[src/rtl/button_debouncer.sv]
// button_debouncer
//
// Samples active-low board pushbuttons, synchronises them to clk and
// debounces each button independently. For each button it provides a clean
// active-high pressed level plus single-cycle press, release and long-press
// pulses.
//
// Ports:
//   clk         system clock
//   rst_n       asynchronous active-low reset
//   btn_n       raw button pins, active-low, asynchronous to clk
//   btn_level   debounced state, 1 = pressed
//   btn_press   1-cycle pulse when a press is accepted
//   btn_release 1-cycle pulse when a release is accepted
//   btn_long    1-cycle pulse when a press has lasted LONG_PRESS_CYCLES
//
// Handshake: there is none. Inputs are free-running levels. Outputs are
// registered levels and pulses with no back-pressure.
module button_debouncer #(
  parameter int NUM_BTN           = 2,
  parameter int DEBOUNCE_CYCLES   = 270000,
  parameter int LONG_PRESS_CYCLES = 27000000
) (
  input  logic               clk,
  input  logic               rst_n,
  input  logic [NUM_BTN-1:0] btn_n,
  output logic [NUM_BTN-1:0] btn_level,
  output logic [NUM_BTN-1:0] btn_press,
  output logic [NUM_BTN-1:0] btn_release,
  output logic [NUM_BTN-1:0] btn_long
);

  localparam int DEB_W  = $clog2(DEBOUNCE_CYCLES + 1);
  // A zero long-press setting would give a zero-width counter, so keep one bit.
  localparam int HOLD_W = (LONG_PRESS_CYCLES > 0) ? $clog2(LONG_PRESS_CYCLES + 1) : 1;

  localparam logic [DEB_W-1:0]  DEB_MAX   = DEB_W'(DEBOUNCE_CYCLES);
  localparam logic [DEB_W-1:0]  DEB_ONE   = DEB_W'(1);
  localparam logic [HOLD_W-1:0] HOLD_MAX  = (LONG_PRESS_CYCLES > 0) ? HOLD_W'(LONG_PRESS_CYCLES) : '1;
  localparam logic [HOLD_W-1:0] HOLD_FIRE = HOLD_W'(LONG_PRESS_CYCLES - 1);
  localparam logic [HOLD_W-1:0] HOLD_ONE  = HOLD_W'(1);
  localparam bit                LONG_EN   = (LONG_PRESS_CYCLES != 0);

  typedef enum logic [1:0] {
    RELEASED    = 2'd0,
    DEB_PRESS   = 2'd1,
    PRESSED     = 2'd2,
    DEB_RELEASE = 2'd3
  } state_t;

  // Two-flop synchroniser; resets to the released (high) pin level.
  logic [NUM_BTN-1:0] sync1;
  logic [NUM_BTN-1:0] sync2;
  logic [NUM_BTN-1:0] raw_pressed;

  always_ff @(posedge clk or negedge rst_n) begin
    if (!rst_n) begin
      sync1 <= '1;
      sync2 <= '1;
    end else begin
      sync1 <= btn_n;
      sync2 <= sync1;
    end
  end

  assign raw_pressed = ~sync2;

  for (genvar i = 0; i < NUM_BTN; i++) begin : g_btn
    state_t            state_q, state_d;
    logic [DEB_W-1:0]  deb_q, deb_d;
    logic [HOLD_W-1:0] hold_q, hold_d;
    logic              long_done_q, long_done_d;
    logic              level_q, level_d;
    logic              press_q, press_d;
    logic              release_q, release_d;
    logic              long_q, long_d;

    always_comb begin
      state_d     = state_q;
      deb_d       = deb_q;
      hold_d      = hold_q;
      long_done_d = long_done_q;
      level_d     = level_q;
      press_d     = 1'b0;
      release_d   = 1'b0;
      long_d      = 1'b0;
      case (state_q)
        RELEASED: begin
          if (raw_pressed[i]) begin
            state_d = DEB_PRESS;
            deb_d   = DEB_ONE;
          end
        end
        DEB_PRESS: begin
          if (!raw_pressed[i]) begin
            state_d = RELEASED;
            deb_d   = '0;
          end else if (deb_q == DEB_MAX) begin
            state_d     = PRESSED;
            level_d     = 1'b1;
            press_d     = 1'b1;
            hold_d      = '0;
            long_done_d = 1'b0;
          end else begin
            deb_d = deb_q + DEB_ONE;
          end
        end
        PRESSED: begin
          // The hold count advances on every PRESSED cycle, including the one
          // that leaves for DEB_RELEASE; only DEB_RELEASE cycles are frozen.
          if (hold_q != HOLD_MAX) begin
            hold_d = hold_q + HOLD_ONE;
          end
          if (LONG_EN && !long_done_q && (hold_q == HOLD_FIRE)) begin
            long_d      = 1'b1;
            long_done_d = 1'b1;
          end
          if (!raw_pressed[i]) begin
            state_d = DEB_RELEASE;
            deb_d   = DEB_ONE;
          end
        end
        DEB_RELEASE: begin
          // A bounce back to pressed resumes the hold count and keeps
          // long_done, so a long-press never fires twice for one press.
          if (raw_pressed[i]) begin
            state_d = PRESSED;
          end else if (deb_q == DEB_MAX) begin
            state_d   = RELEASED;
            level_d   = 1'b0;
            release_d = 1'b1;
            deb_d     = '0;
          end else begin
            deb_d = deb_q + DEB_ONE;
          end
        end
        default: begin
          state_d = RELEASED;
          deb_d   = '0;
          level_d = 1'b0;
        end
      endcase
    end

    always_ff @(posedge clk or negedge rst_n) begin
      if (!rst_n) begin
        state_q     <= RELEASED;
        deb_q       <= '0;
        hold_q      <= '0;
        long_done_q <= 1'b0;
        level_q     <= 1'b0;
        press_q     <= 1'b0;
        release_q   <= 1'b0;
        long_q      <= 1'b0;
      end else begin
        state_q     <= state_d;
        deb_q       <= deb_d;
        hold_q      <= hold_d;
        long_done_q <= long_done_d;
        level_q     <= level_d;
        press_q     <= press_d;
        release_q   <= release_d;
        long_q      <= long_d;
      end
    end

    assign btn_level[i]   = level_q;
    assign btn_press[i]   = press_q;
    assign btn_release[i] = release_q;
    assign btn_long[i]    = long_q;
  end

endmodule

[config.mk]
export PLATFORM = sky130hd
export DESIGN_NAME = button_debouncer
export DESIGN_NICKNAME = d
export VERILOG_FILES = /design/src/rtl/button_debouncer.sv
export SDC_FILE = /design/constraint.sdc
export NUM_CORES = 1
export LEC_CHECK = 0
export CAP_MARGIN = 20
export CORE_ASPECT_RATIO = 1.5
export CORE_MARGIN = 5
export CORE_UTILIZATION = 56
export CTS_CLUSTER_SIZE = 30
export DETAILED_ROUTE_END_ITERATION = 16
export GPL_ROUTABILITY_DRIVEN = 0
export MAX_ROUTING_LAYER = met4
export PLACE_DENSITY_LB_ADDON = 0.12
export SYNTH_ARGS = -nofsm -noshare
export SYNTH_HDL_FRONTEND = slang
export SYNTH_SLANG_ARGS = --single-unit
[constraint.sdc]
create_clock -name clk -period 2.3 [get_ports clk]
set_input_delay 0.46 -clock clk [delete_from_list [all_inputs] [get_ports clk]]
set_output_delay 0.46 -clock clk [all_outputs]
set_load 0.01 [all_outputs]
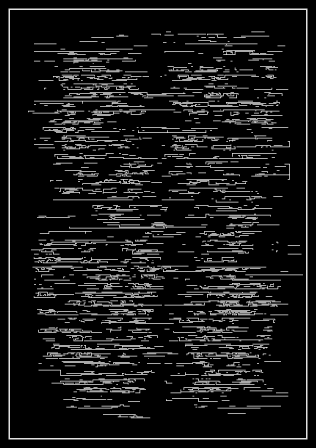
(run_1/met1.png)
619 nets have wire on it. The longest straight run is 29.9 um. The wires run mostly horizontal.

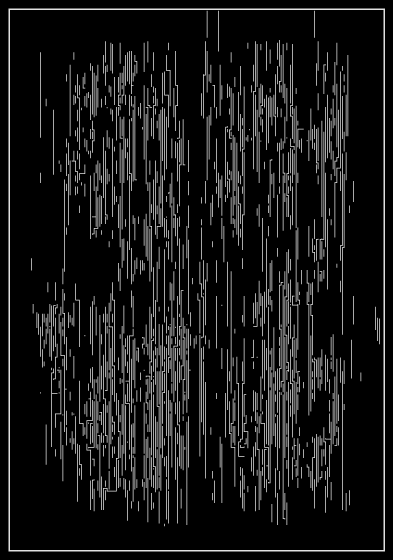
(run_1/met2.png)
The layer carries 6550 um of wire. The wires run mostly vertical. 564 nets have wire on it. The layer holds 52% of the routed length. The longest straight run is 34.3 um.

==> results_slide.txt, run 1 <==
Physical Implementation Snapshot

Finish
  • Fin area: approximately 6500 um2
  • Number of diodes: 0
  • Clk cell area share: between 5 and 6%
  • Nets: around 660
  • Area occupied by registers: 2658 um2
  • Signal buf overhead: between 6 and 7%
  • Final Util: approximately two thirds
  • Syn-to-layout area delta: 13.34%
  • Reg with most FFs: g_btn.hold_q
  • Finished Layout Cells: approximately 770
  • Logic share of the area: 44.16%
  • Max FFs per register: roughly 50
  • MI comb cells: approximately 470
  • Largest cell class by area: combinational gates
  • Fillers: roughly 830
  • Count of flip-flops and latches: about 110
  • CLK BUF: 10
  • Share of cells above drive strength 1: 10.65%
  • Logic area: 2882 um2

Run status
  • Outcome: completed

Floorplan
  • Num tapcells: 117
  • Core ar.: just over 10000 um2
  • Row count: between 40 and 50
  • Chip Width: roughly 93 um
  • Die Ht: roughly 130 um

Worst setup path
  • Crit path required time: roughly 2.5 ns
  • Worst setup EP type: flip-flop
  • R2r startpoint: g_btn[1].deb_q[1]

Global routing
  • Total GRT Usage: 21.85%
  • Vias in the first global route: between 4000 and 5000
  • First-pass GRT wire length: about 22000 um
  • GRT overflow: 0
  • Routing usage on met2: 36.95%
  • GR peak layer: met2

Logic synthesis
  • Yosys top cell by area: dfrtp_1
  • Cell Type Count: approximately 61
  • Synth Flop Type: dfrtp_1
  • Floorplan Nets: about 630
  • Synthesized area: about 5800 um2
  • Area leader share: around 44%
  • Post-synth EDFFs: 0
  • Synth async-reset ratio: 100.0%
  • Seq/Total Area, Yosys: between 40% and 50%

Power and ir drop
  • Worst VDD drop: 516.3 uV
  • Power consumption: between 3 and 4 mW
  • Register share of total power: 50.2%
  • Sw frac: between 20 and 25%
  • P_int: between 2 and 3 mW

Clock network
  • Deepest clock path buffer count: 2
  • Root Buffer: clkbuf_16
  • Worst-path clk slew: ~0.07 ns
  • Post-CTS setup buffer count: 1
  • Hold_buf cts: 1
  • H-tree depth reported by CTS: 3

Run
  • Tool warnings: 31

Placed design
  • Dpl ws: -0.001276 ns
  • Port buffer count: 11
  • Hpwl dp: 8641 um

Timing
  • Final hold slack: between 0.3 and 0.4 ns
  • Setup WS post-layout: about 0.071 ns
  • Worst Tran Pin Value: around 0.80 ns
  • RSZ-0062 raised after global routing: true
  • Min Clock Period, post-route: roughly 2.2 ns
  • Fmax: about 450 MHz
  • Setup Skew: ~0.013 ns
  • Max Slew Vio Count: 0
  • Final Hold Violation Tally: 0

Hold path
  • Worst hold path class: flip-flop to flip-flop
  • Hold Startpoint: sync1[1]

Routing
  • Post-route DRC: 0
  • DRT Wirelength: 12660 um
  • Routed length on met3: between 300 and 400 um
  • Starting DRT DRC Count: approximately 240
  • Max Used Layer: met4
  • First-pass DRT Iterations: 5
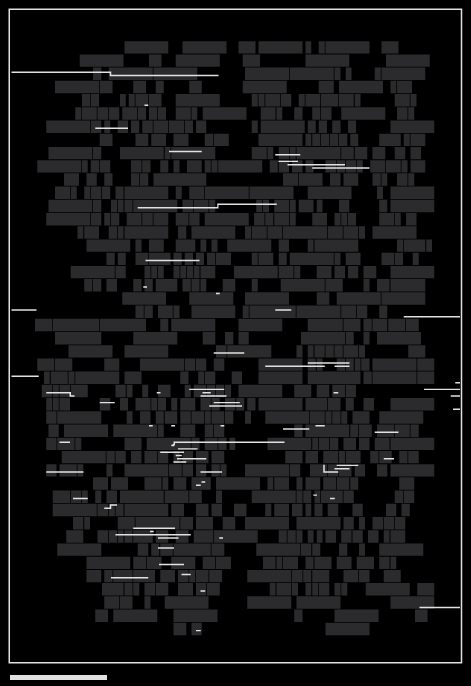
(run_1/met3.png)
Bar = 20 um. Cells faint in the background.
The layer holds 2.9% of the routed length. The layer carries 367 um of wire.

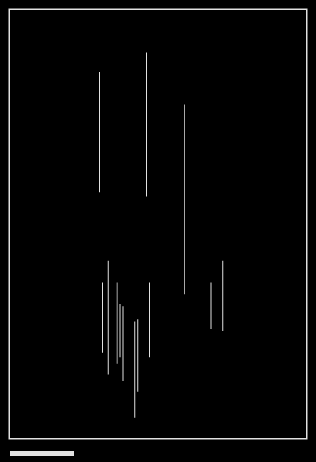
(run_1/met4.png)
Bar = 20 um.
The longest straight run is 59.2 um. The layer holds 3.0% of the routed length.

## run 1: power by group through the flow
stage / combinational [mW] / clock, mW / sequential, mW
6_report: 0.174 / 1.70 / 1.89
3_5_place_dp: 0.168 / 0 / 1.93
4_1_cts: 0.171 / 1.75 / 1.89
3_3_place_gp: 0.165 / 0 / 1.93
2_1_floorplan: 0.0736 / 0 / 1.93
5_1_grt: 0.196 / 1.81 / 1.89
## run 1: path summary, 6_finish.rpt
path,to,slack (ns),cells after the start
setup / recovery,g_btn[1].deb_q[13],0.07,8
hold / removal,sync2[1],0.36,0
setup reg to reg,g_btn[1].deb_q[13],0.07,8
hold reg to reg,sync2[1],0.36,0
max in group asynchronous,sync1[0],1.09,3
min in group asynchronous,g_btn[0].deb_q[13],0.55,2
## run 1: worst max-delay path: stages, from the launching register on
cell and delay [ns]:
dfrtp_1 0.39, inv_1 0.06, ha_1 0.15, or4b_4 0.47
nor4_4 0.23, and4_4 0.28, nor3_2 0.05, buf_6 0.17
a221o_1 0.30
## run 1: synthesized netlist by cell type (6+ instances only)
library cell  count
clkbuf_1         19
nand2_1          36
o211ai_1          6
and4_1           10
inv_1            20
nand3_1          48
ha_1              8
o21ai_0          22
nor2_1           80
dfrtp_1         102
a221o_1          15
xor2_1           27
xnor2_1          17
a21oi_1          15
buf_4             8
and3_1           35
and2_1            6
nand2b_1          6
or3_1             8
nand4_1          26
nor3_1           25
nor4_1            9
## run 1: kinds of logic after synthesis
family / count (synthesis) / synth area share, %
AOI/OAI and AO/OA: 93 / 11.43
xor gates and xnor gates: 44 / 6.694
adders and majority gates: 8 / 1.739
buffers and inverters: 51 / 3.912
DFF: 106 / 46.16
muxes: 3 / 0.5434
and+or+nand+nor: 317 / 29.52
==> run 1 -> run 2 <==
- ABC_AREA: default -> 1
- CORE_ASPECT_RATIO: 1.5 -> default
- CORE_MARGIN: 5 -> default
- CORE_UTILIZATION: 56 -> 58
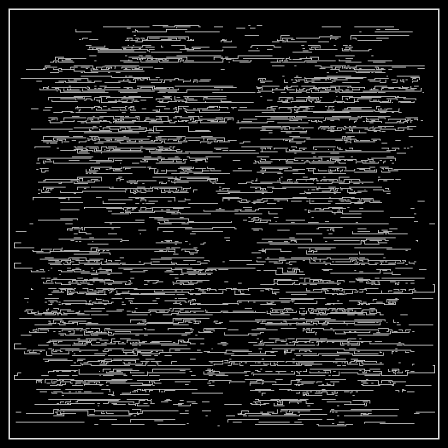
(run_2/met1.png)
grt met1 use: 37.94%
vias: 7090

==> run 2 against run 1 <==
Total power up 1.6%. Synthesized cell count up 87%. Sequential share of layout area down 7.5 points. Design area up 23%. Routed wire length up 39%. Clock-buffer cell count up 3. Die area up 6.6%. Critical path depth up 2. Via count up 47%. Maximum frequency up 8.0%. Critical path type unchanged. Highest routed layer unchanged.
==> results_slide.txt, run 2 <==
Physical Implementation Snapshot

Run status
  • Outcome: completed

Worst setup path
  • Crit-path max cell delay: 0.43 ns (-0.04 ns)
  • R2r startpoint: g_btn[0].deb_q[0]
  • R2r worst-path depth: 10 (+2)
  • Crit Reg-Reg Endpoint: g_btn[0].hold_q[20]
  • Crit path max-delay family: simple AND/OR/NAND/NOR gates
  • Worst path most repeated cell: nand2_1
  • CP bufs+invs: 1 (-1)
  • Highest-delay cell along the critical path: dfrtp_1
  • CP Capture Point: g_btn[0].hold_q[20]
  • Worst setup EP type: flip-flop

Logic synthesis
  • Synth async-reset ratio: 100.0% (unchanged)
  • Yosys top cell by area: dfrtp_1
  • Floorplan Nets: 1176 (+85%)
  • Post-synth EDFFs: 0 (unchanged)
  • Seq/Total Area, Yosys: 35.76% (-10 points)
  • Area leader share: 34.35% (-10 points)
  • Synth Flop Type: dfrtp_1
  • Cell Type Count: 40 (-34%)
  • Synthesized area: 7431 um2 (+29%)

Clock network
  • Post-CTS setup buffer count: 0 (-1)
  • Root Buffer: clkbuf_16
  • Worst-path clk slew: 0.07 ns (about the same)
  • Deepest clock path buffer count: 2 (unchanged)

Power and ir drop
  • Register share of total power: 49.5% (-0.7 points)
  • Sw frac: 22.41% (+0.37 points)
  • Power consumption: 3.828 mW (+1.6%)
  • P_int: 2.970 mW (+1.1%)

Finish
  • Syn-to-layout area delta: 7.628%
  • Max FFs per register: 50 (unchanged)
  • Logic area: 3966 um2 (+38%)
  • Number of diodes: 0 (unchanged)
  • Reg with most FFs: g_btn.hold_q
  • Nets: 1182 (+78%)
  • Share of cells above drive strength 1: 6.468% (-4.2 points)
  • Fillers: 1166 (+40%)

Global routing
  • First-pass GRT wire length: 29500 um (+35%)
  • GRT overflow: 0 (unchanged)
  • Vias in the first global route: 6342 (+34%)

Placed design
  • Hpwl dp: 12950 um (+50%)
  • Port buffer count: 11 (unchanged)
  • Dpl ws: 0.2970 ns (+0.2983 ns)

Timing
  • RSZ-0062 raised after global routing: false
  • Min Clock Period, post-route: 2.064 ns (-0.1652 ns)
  • Setup Skew: 0.008367 ns (-0.004557 ns)

Floorplan
  • Core ar.: 12260 um2 (+22%)
  • Die Ht: 115.2 um (-14%)
  • Chip Width: 115.2 um (+24%)

Routing
  • First-pass DRT Iterations: 5 (unchanged)
  • Max Used Layer: met4
  • Post-route DRC: 0 (unchanged)
  • Routed length on met3: 996 um (+170%)

Run
  • Tool warnings: 30 (-3.2%)
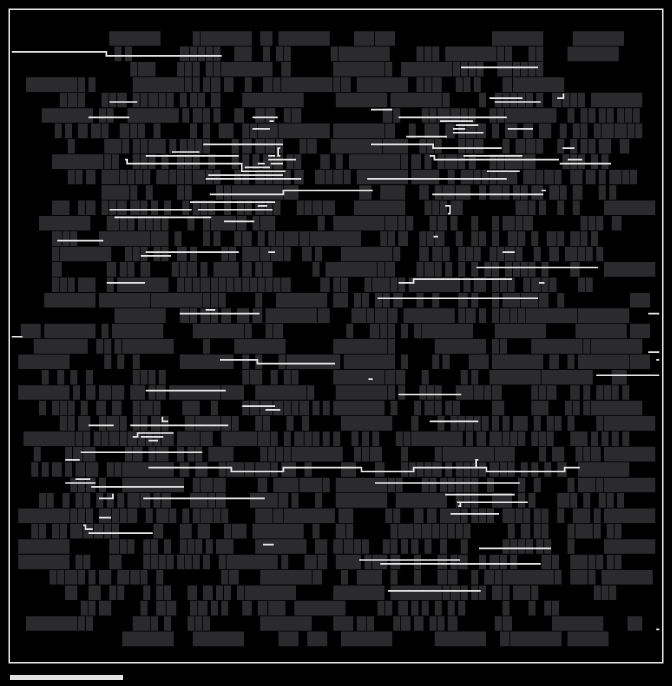
(run_2/met3.png)
Bar = 20 um. Cells faint in the background.
DRT Wirelength: 17580 um
met3 Use GR: 5.746%

run 2: worst min path at each step:
stage	endpoint	startpoint	slack (ns)
after floorplan	asynchronous set/reset pin	rst_n	0.16
after global placement	sync2[0]	sync1[0]	0.35
after detailed placement	sync2[0]	sync1[0]	0.35
after CTS	g_btn[0].deb_q[6]	rst_n	0.09
after global routing	g_btn[1].hold_q[11]	rst_n	0.11
final	g_btn[1].hold_q[11]	rst_n	0.07
run 2: final cells by class:
| class | instances | share of cell area (%) |
|---|---|---|
| multi-input cells | 867 | 49.59 |
| flip-flops and latches | 106 | 33.23 |
| inverters | 163 | 7.681 |
| clock buffers | 13 | 3.379 |
| repair buffers | 23 | 2.628 |
| well taps | 168 | 2.628 |
| clock inverters | 3 | 0.8605 |
run 2: power by group through the flow:
stage                     combinational [mW]  sequential [mW]  clock, mW
after detailed placement               0.164             1.93          0
final                                  0.161             1.90       1.77
after CTS                              0.165             1.90       1.81
after global routing                   0.185             1.90       1.88
after floorplan                       0.0899             1.93          0
after global placement                 0.162             1.93          0
run 2: cell families (layout without fill, tap and decap cells):
group                    count (synthesis)  in the layout  share of synthesized area [%]
adder cells (fa/ha/maj)                  8              8                          1.347
AND/OR/NAND/NOR                        782            782                          45.24
XOR/XNOR                                20             20                          2.357
flip-flops                             106            106                          35.76
AND-OR/OR-AND                           57             57                          4.429
buffers and inverters                  191            202                          10.86
run 2: through the flow:
stage / hold slack [ns] / util (%) / instance area, um2
3_3_place_gp: 0.3468 / 62.46 / 7659
6_report: 0.07219 / 65.22 / 7998
3_5_place_dp: 0.3478 / 62.46 / 7659
5_1_grt: 0.1114 / 65.22 / 7998
2_1_floorplan: 0.1644 / - / 7431
4_1_cts: 0.08807 / 65.22 / 7998
==> run 2 -> run 3 <==
- CORE_MARGIN: default -> 4
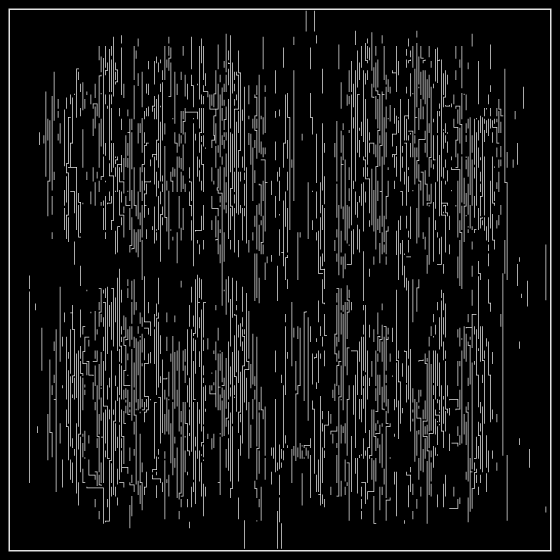
(run_3/met2.png)
The layer holds 46% of the routed length. The wires run mostly vertical. 868 nets have wire on it. The longest straight run is 42.8 um. The layer carries 8040 um of wire.

==> run 3 against run 2 <==
Non-clock buffer count grew 2. Register-to-register slack improved by 0.05 ns. Routed wire length shrank 0.31%. Largest power group unchanged.
==> results_slide.txt, run 3 <==
Physical Implementation Snapshot

Worst setup path
  • R2r worst-path depth: 10 (unchanged)
  • CP bufs+invs: 3 (+2)
  • Worst setup EP type: flip-flop
  • CP Capture Point: g_btn[0].deb_q[4]
  • R2r startpoint: g_btn[0].deb_q[0]
  • Highest-delay cell along the critical path: dfrtp_1
  • Worst path most repeated cell: inv_1
  • Crit-path max cell delay: 0.43 ns (about the same)
  • Crit path max-delay family: simple AND/OR/NAND/NOR gates

Logic synthesis
  • Floorplan Nets: 1176 (unchanged)
  • Post-synth EDFFs: 0 (unchanged)
  • Adder share: 1.347% (unchanged)
  • Yosys xor share: 2.357% (unchanged)
  • Synth async-reset ratio: 100.0% (unchanged)
  • Seq/Total Area, Yosys: 35.76% (unchanged)
  • Area leader share: 34.35% (unchanged)
  • Synthesized area: 7431 um2 (unchanged)
  • Synth Flop Type: dfrtp_1
  • Yosys top cell by area: dfrtp_1
  • Main logic family after synthesis: simple AND/OR/NAND/NOR gates
  • Cell Type Count: 40 (unchanged)
  • Complex Gates by Area: 4.428% (unchanged)

Finish
  • Largest cell class by area: combinational gates
  • Fin area: 7976 um2 (-0.27%)
  • Logic area: 3966 um2 (unchanged)
  • Count of flip-flops and latches: 106 (unchanged)
  • Nets: 1184 (+0.17%)
  • MI comb cells: 867 (unchanged)
  • Share of cells above drive strength 1: 6.542% (+0.074 points)
  • Reg with most FFs: g_btn.hold_q
  • Invs w/o clock: 163 (unchanged)
  • Signal buf overhead: 2.824% (+0.20 points)
  • CLK BUF: 12 (-1)
  • Max FFs per register: 50 (unchanged)
  • Syn-to-layout area delta: 7.341%
  • Final Util: 63.46% (-1.8 points)
  • Fillers: 1195 (+2.5%)
  • Flop share of the area: 33.32% (+0.089 points)
  • Number of diodes: 0 (unchanged)
  • Logic share of the area: 49.73% (+0.13 points)

Routing
  • Post-route DRC: 0 (unchanged)
  • First-pass DRT Iterations: 6 (+1)

Floorplan
  • Die Ht: 121.2 um (+5.2%)
  • Chip Width: 121.2 um (+5.2%)
  • Core ar.: 12570 um2 (+2.5%)
  • Num tapcells: 172 (+2.4%)

Global routing
  • Vias in the first global route: 6657 (+5.0%)
  • First-pass GRT wire length: 31120 um (+5.5%)
  • Met3 Use GR: 4.662% (-1.1 points)

Timing
  • Final hold slack: 0.1158 ns (+0.04357 ns)
  • RSZ-0062 raised after global routing: false

Run status
  • Outcome: completed

Placed design
  • Hpwl dp: 13070 um (+0.92%)
  • Port buffer count: 11 (unchanged)
  • Placed Area: 7679 um2 (+0.26%)
  • Dpl ws: 0.3373 ns (+0.04028 ns)

Clock network
  • Worst-path clk slew: 0.07 ns (about the same)
  • Deepest clock path buffer count: 2 (unchanged)
  • Root Buffer: clkbuf_16

Power and ir drop
  • Power consumption: 3.637 mW (-5.0%)

Run
  • Tool warnings: 30 (unchanged)
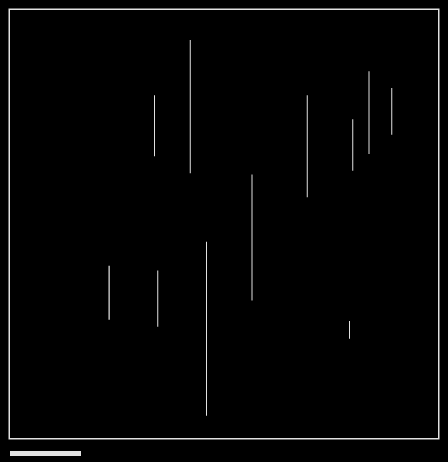
(run_3/met4.png)
Bar = 20 um.
DRT Wirelength: 17530 um
vias: 7171

==> run 3: netlist changes by cell type in the layout (fill, tap and decap cells not counted) <==
cell        change
inv_6           -1
clkinvlp_4      +1
clkinv_2        +1
buf_4           +2
bufinv_16       -1
clkbuf_1        +1
clkbuf_8        -2
clkinv_4        +1
==> run 3: worst min path at each step <==
| stage | startpoint | endpoint | slack (ns) | depth (start not counted) |
|---|---|---|---|---|
| after CTS | rst_n | g_btn[1].hold_q[1] | 0.13 | 1 |
| after global placement | sync1[0] | sync2[0] | 0.35 | 0 |
| after global routing | rst_n | g_btn[1].hold_q[1] | 0.15 | 1 |
| after detailed placement | sync1[0] | sync2[0] | 0.35 | 0 |
| final | rst_n | g_btn[1].hold_q[10] | 0.12 | 1 |
| after floorplan | rst_n | asynchronous set/reset pin | 0.16 | 0 |
==> run 3: worst reg2reg max path: stages, from the launching register on <==
cell	delay, ns
dfrtp_1	0.43
inv_1	0.15
ha_1	0.21
nand3_1	0.13
nor2_2	0.15
nand3_2	0.18
nand2_2	0.26
buf_4	0.22
o21ai_1	0.07
inv_1	0.06
nor2_1	0.03
==> run 3: power by group <==
part	internal, mW	switching (mW)	leakage [nW]
sequential	1.88	0.0175	1.46
combinational	0.0444	0.120	2.27
clock	0.876	0.700	0.143
total	2.80	0.838	3.87
==> run 3: routing by layer <==
metal	share of wire (%)	wire length, um	vias up
li1	-	-	3660
met1	47	8250	3264
met2	46	8038	223
met3	5.6	984	24
met4	1.4	252	0
met5	0	0	-
==> run 3: logic make-up (layout without fill, tap and decap cells) <==
group	count (synthesis)	in the layout
and+or+nand+nor	782	782
xor gates and xnor gates	20	20
AOI/OAI and AO/OA	57	57
buffers and inverters	191	204
adders and majority gates	8	8
DFF	106	106
Power figures rest on the tool's default switching activity, not on a simulated workload.
